File: config.mk
export PLATFORM = sky130hd
export DESIGN_NAME = planificador_bcd
export DESIGN_NICKNAME = d
export VERILOG_FILES = /design/src/rtl/bcd_pkg.sv /design/src/rtl/arbitro_rr.sv /design/src/rtl/convertidor_bcd.sv /design/src/rtl/planificador_bcd.sv
export SDC_FILE = /design/constraint.sdc
export NUM_CORES = 1
export LEC_CHECK = 0
export CORE_ASPECT_RATIO = 0.5
export CORE_MARGIN = 2
export CORE_UTILIZATION = 40
export DETAILED_ROUTE_END_ITERATION = 6
export GPL_TIMING_DRIVEN = 1
export PLACE_DENSITY_LB_ADDON = 0.15
export SLEW_MARGIN = 20
export SYNTH_ARGS = -nofsm -noshare
export SYNTH_HDL_FRONTEND = slang
export SYNTH_SLANG_ARGS = --single-unit
File: constraint.sdc
create_clock -name clk -period 3.7 [get_ports clk]
set_input_delay 0.74 -clock clk [delete_from_list [all_inputs] [get_ports clk]]
set_output_delay 0.74 -clock clk [all_outputs]
set_load 0.02 [all_outputs]
File: src/rtl/bcd_pkg.sv
// Shared types for the BCD scheduler: FSM states, packed BCD digit struct and widths.
package bcd_pkg;
  localparam int ANCHO_DATO = 8;
  localparam int ANCHO_BCD  = 12;

  typedef enum logic [1:0] {IDLE, CONVIERTE, ENTREGA} estado_planificador_t;

  typedef struct packed {
    logic [3:0] centenas;
    logic [3:0] decenas;
    logic [3:0] unidades;
  } bcd_t;
endpackage

File: src/rtl/arbitro_rr.sv
// Request arbiter: round-robin from pointer when PLANIFICADOR_ROUND_ROBIN_EN is defined,
// otherwise fixed priority (lowest index wins). Outputs are zero while enable is low.
module arbitro_rr #(
  parameter int N_REQ = 2,
  parameter int IW    = $clog2(N_REQ)
) (
  input  logic [N_REQ-1:0] req,
  input  logic [IW-1:0]    pointer,
  input  logic             enable,
  output logic [N_REQ-1:0] ganador,
  output logic [IW-1:0]    indice
);
  logic hallado;
  int   j;

`ifndef PLANIFICADOR_ROUND_ROBIN_EN
  logic unused_pointer;
  assign unused_pointer = ^pointer;
`endif

  always_comb begin
    ganador = '0;
    indice  = '0;
    hallado = 1'b0;
    j       = 0;
    if (enable) begin
      for (int k = 0; k < N_REQ; k++) begin
`ifdef PLANIFICADOR_ROUND_ROBIN_EN
        j = (int'(pointer) + k) % N_REQ;
`else
        j = k;
`endif
        if (!hallado && req[j]) begin
          hallado    = 1'b1;
          ganador[j] = 1'b1;
          indice     = IW'(j);
        end
      end
    end
  end
endmodule

File: src/rtl/convertidor_bcd.sv
// Combinational 8-bit binary to 12-bit packed BCD converter.
module convertidor_bcd
  import bcd_pkg::*;
(
  input  logic [ANCHO_DATO-1:0] bin,
  output logic [ANCHO_BCD-1:0]  bcd
);
  logic [7:0] c, r, d, u;
  bcd_t       res;

  always_comb begin
    c = bin / 8'd100;
    r = bin % 8'd100;
    d = r / 8'd10;
    u = r % 8'd10;
    res.centenas = c[3:0];
    res.decenas  = d[3:0];
    res.unidades = u[3:0];
  end

  assign bcd = res;
endmodule

File: src/rtl/planificador_bcd.sv
// Shares one convertidor_bcd among N_REQ requesters: IDLE -> CONVIERTE -> ENTREGA.
// Arbitration is round-robin with PLANIFICADOR_ROUND_ROBIN_EN defined, fixed priority otherwise.
module planificador_bcd
  import bcd_pkg::*;
#(
  parameter int N_REQ = 2
) (
  input  logic                      clk,
  input  logic                      reset,
  input  logic [N_REQ-1:0]          req,
  input  logic [N_REQ*ANCHO_DATO-1:0] dato_in,
  output logic [N_REQ-1:0]          gnt,
  output logic [N_REQ-1:0]          done,
  output logic [ANCHO_BCD-1:0]      decimal_out,
  output logic                      busy
);
  localparam int IW = $clog2(N_REQ);

  estado_planificador_t estado, estado_sig;
  logic [ANCHO_DATO-1:0] operando;
  logic [IW-1:0]         id, puntero, indice;
  logic [N_REQ-1:0]      ganador;
  logic [ANCHO_BCD-1:0]  bcd_res;
  logic                  en_arb;

  assign en_arb = (estado == IDLE);
  assign busy   = (estado != IDLE);

  arbitro_rr #(.N_REQ(N_REQ), .IW(IW)) u_arb (
    .req     (req),
    .pointer (puntero),
    .enable  (en_arb),
    .ganador (ganador),
    .indice  (indice)
  );

  convertidor_bcd u_conv (
    .bin (operando),
    .bcd (bcd_res)
  );

  always_ff @(posedge clk) begin
    if (reset) estado <= IDLE;
    else       estado <= estado_sig;
  end

  always_comb begin
    estado_sig = estado;
    case (estado)
      IDLE:      if (|req) estado_sig = CONVIERTE;
      CONVIERTE: estado_sig = ENTREGA;
      ENTREGA:   estado_sig = IDLE;
      default:   estado_sig = IDLE;
    endcase
  end

`ifdef PLANIFICADOR_ROUND_ROBIN_EN
  always_ff @(posedge clk) begin
    if (reset)
      puntero <= '0;
    else if (estado == IDLE && |req)
      puntero <= (indice == IW'(N_REQ-1)) ? '0 : indice + 1'b1;
  end
`else
  assign puntero = '0;
`endif

  // gnt/done are single-cycle pulses: cleared every edge unless re-set below.
  always_ff @(posedge clk) begin
    if (reset) begin
      gnt         <= '0;
      done        <= '0;
      decimal_out <= '0;
      operando    <= '0;
      id          <= '0;
    end else begin
      gnt  <= '0;
      done <= '0;
      case (estado)
        IDLE: if (|req) begin
          operando <= dato_in[ANCHO_DATO*indice +: ANCHO_DATO];
          id       <= indice;
          gnt      <= ganador;
        end
        CONVIERTE: begin
          decimal_out <= bcd_res;
          done[id]    <= 1'b1;
        end
        default: ;
      endcase
    end
  end
endmodule
I/O pins on the die edge:
Pins as bars across the die edge, other pins in grey.
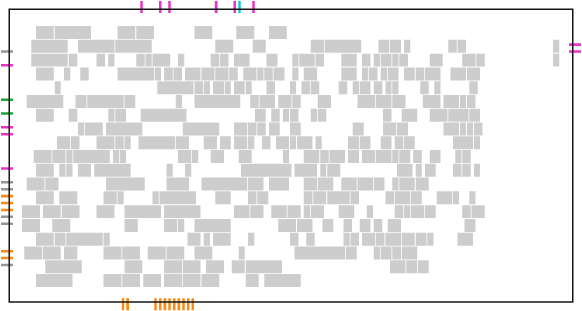
Cyan stands for `reset`, pins 1, direction input, edge north. Green stands for `done`, pins 2, direction output, edge west. Magenta stands for `decimal_out`, pins 12, direction output, edge 6 north, 4 west, 2 east. Orange stands for `dato_in`, pins 16, direction input, edge 11 south, 5 west.
All pins by edge: 17 west, 11 south, 7 north, 2 east.
Die X: 111 microns
IO buf count: 34
die height: 57.5 microns

Routing congestion:
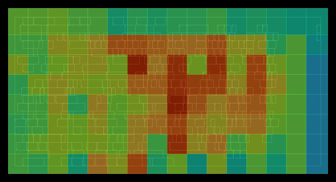
most used routing layer: met1
post-DR wirelength/cell: 16.7 microns
met1 Usage GRT: 32.8%
Util after Layout: 48.9%

Routed metal, one colour a layer:
The bar under the picture is 20 microns long.
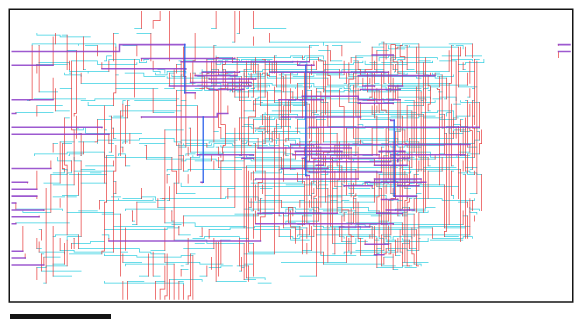
Purple stands for metal 3, wire length 760 microns. Blue stands for metal 4, wire length 59.2 microns. Red stands for metal 2, wire length 2830 microns. Cyan stands for metal 1, wire length 3020 microns.
final wirelength: 6670 microns
total number of vias: 2437
GRT Util Overall: 21.5%

==> flow_summary_export.csv <==
group,metric,value,unit
finish,seq_area,502,sq um
floorplan,std_cell_rows,19,
floorplan,io-pin-count,37,
flow_run,warning_count,26,
clocking,cts_resized,0,
sta,tns,0,ns
pwr,clock_power,0.252,mW
finish,fin_area,2690,sq um
global_route,grt_start_max_net_pins,32,
synth,logic_family,"AND-OR/OR-AND gates",
detailed_routing,antenna_left,0,
finish,most-common-layout-cells,"clkdlybuf4s50_1 (34), nor2_1 (33), nand2_1 (27), dfxtp_1 (24), a21oi_1 (21)",
clocking,clkSlewWorstSetupHoldPaths,0.07,ns
setup_path,end_kind,"register",
place,dp_hpwl,4790,microns
sta,hold_violations,0,
flow_run,drv_cap,0,
sta,slew_viol_final,0,
finish,inv_count,5,
place,gp_congestion,0.937,
synth,synthFlopType,"dfxtp_1",
setup_path,arrival,2.75,ns
synth,ys_area,2290,sq um
setup_path,required,3.89,ns
pwr,p_comb,0.427,mW
clocking,post_cts_buffers,0,
clocking,postCtsHoldBufs,0,
global_route,grt_first_pass_wirelength,11100,microns
finish,nNonClkBuffers,43,
sta,rsz0062_at_grt,"false",
setup_path,critPathKind,"reg -> reg",
finish,comb_cells,250,
setup_path,r2r_cells,7,
sta,slew_headroom,37.4,%
synth,synth_cell_type_count,64,
sta,finalSetupViolations,0,
clocking,cts_tree,"done",
global_route,grt_overflow_total,0,
hold_path,hold_class,"reg -> reg",
detailed_routing,dr.pass1.iters,5,
setup_path,regToRegSetupSlack,1.14,ns
pwr,p_sw,0.404,mW
finish,drive_above_1_share,8.56,%
setup_path,critical_path.slowest_cell,"dfxtp_1",
sta,period_needed,2.56,ns
detailed_routing,dr.first_iter.drc_count,225,
finish,clock_area_share,3.12,%
pwr,power_density,386,nW/um^2
finish,fill_cells,541,
sta,clock_skew,0.00374,ns
finish,final_nets,348,
floorplan,initCoreUtil,41.7,%
synth,ys_warn_count,0,
setup_path,critPathMaxStageDelay,0.85,ns
clocking,ctsLongestPathBuffers,2,
clocking,cts.sinks,25,
setup_path,worstReg2RegStart,"operando[6]",
global_route,grt_antenna_before_repair,0,
synth,edf_count,0,
sta,tightestPinTransition,0.936,ns
synth,synth_seq_share,21.9,%
detailed_routing,via_per_inst,6.09,
status,status,"finished, final reports clean",
hold_path,min_path_cells,1,
sta,hold_slack,0.451,ns
sta,finalCritPeriodShare,69.2,%
place,pre_cts_slack,1.15,ns
synth,mux_share,4.97,%
finish,lay_top_count,"clkdlybuf4s50_1",
finish,syn_to_final_growth,17.3,%
finish,logic_area,1580,sq um
clocking,root_buffer,"clkbuf_16",
setup_path,cpLargestDelayFamily,"AND-OR/OR-AND gates",
hold_path,worstHoldStart,"id",
synth,syn-cell-area,2290,sq um
synth,synth_adder_area_share,0,%
pwr,power.internal,0.633,mW
synth,synth_flops,25,
pwr,p_leak,0.910,nW
pwr,p_seq_share,34.5,%
place,placed_area,2600,sq um
Routed clock nets over the placement:
The bar under the picture is 20 microns long.
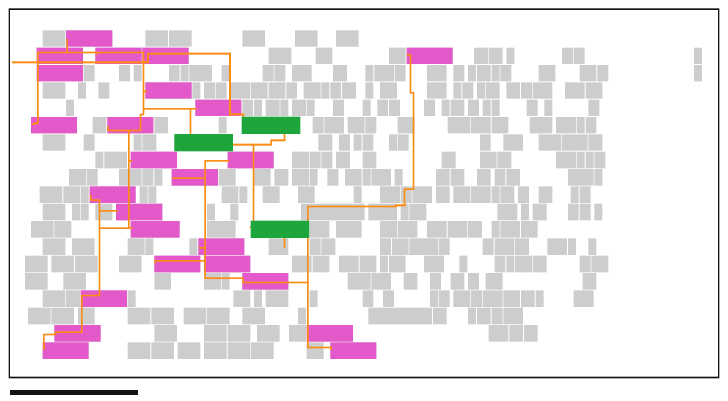
Orange stands for clock wires, length 330 microns. Green stands for clock drivers, count 3. Magenta stands for flip-flops, count 25.
There are 4 routed clock nets.

Register map, names as in the netlist:
Other sequential cells in the stronger grey, the rest of the logic in the fainter grey.
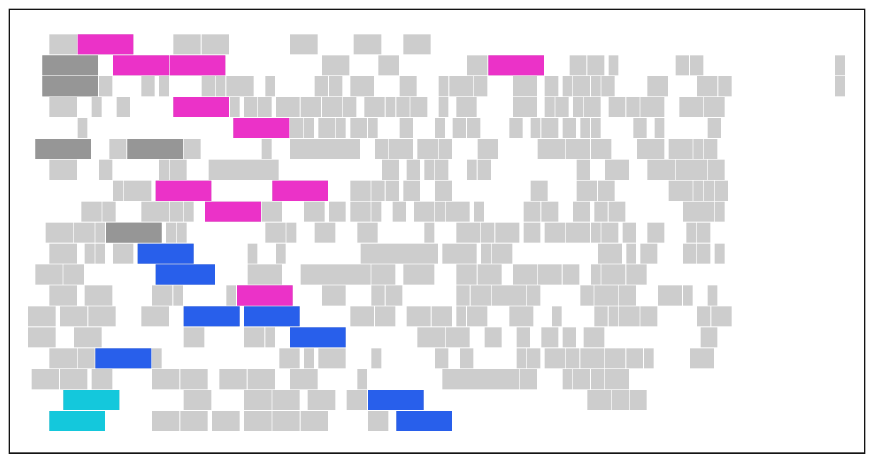
Cyan stands for `gnt`, sequential cells 2. Magenta stands for `decimal_out`, sequential cells 10. Blue stands for `operando`, sequential cells 8.
Another 5 sequential cells are not coloured.
Seq area share: 18.7%
Seq group: 0.358 mW

-- registers in the layout (all words and copies together), names as in the netlist --
register and flops:
gnt 2, estado 2, done 2, operando 8, decimal_out 10, id 1
-- routing by layer --
layer,part of all wire (%),GRT usage (%),up-vias
li1,-,-,1171
met1,45,32.8,1124
met2,42,31.0,134
met3,11,5.10,8
met4,0.88,3.75,0
met5,0,0,-
-- cells in the mapped netlist, drive strengths merged, types with 2 or more instances --
cell	instances	area [sq um]
or3b	2	17.5
dfxtp	25	500
o221ai	2	17.5
o2111ai	3	26.3
a2111oi	3	63.8
nor3	18	90.1
a211oi	15	123
nand3b	3	22.5
nor3b	2	15.0
mux2i	8	80.1
nand2	28	108
o21a	2	15.0
o21ai	18	90.1
a31oi	4	25.0
a211o	2	17.5
nor2	34	130
o21bai	2	15.0
and2	3	18.8
o211ai	9	67.6
clkbuf	9	33.8
or3	3	18.8
buf	25	159
nand3	2	10.0
o22ai	3	18.8
and3b	2	17.5
nor2b	9	56.3
nand2b	13	81.3
xnor2	5	43.8
or2b	2	15.0
mux2	3	33.8
a21o	2	15.0
a221oi	5	43.8
a21oi	22	114
inv	5	18.8
or2	2	12.5
-- worst max path at each step --
stage	end	slack [ns]	cells past startpoint	from
floorplan	decimal_out[2]	1.98	7	operando[6]
global placement	decimal_out[2]	1.24	7	operando[6]
detailed placement	decimal_out[2]	1.15	7	operando[6]
CTS	decimal_out[2]	1.13	7	operando[6]
global route	decimal_out[2]	0.95	7	operando[6]
finish	decimal_out[2]	1.14	7	operando[6]
-- worst reg2reg max path, cell delays in order (launching register included) --
cell       delay (ns)
dfxtp_1          0.85
buf_4            0.39
and3b_1          0.21
o21ai_1          0.11
o2111ai_1        0.18
a2111oi_4        0.43
nand2_1          0.11
a211oi_2         0.20
No activity file was given, so power comes from the tool's default toggle rates.
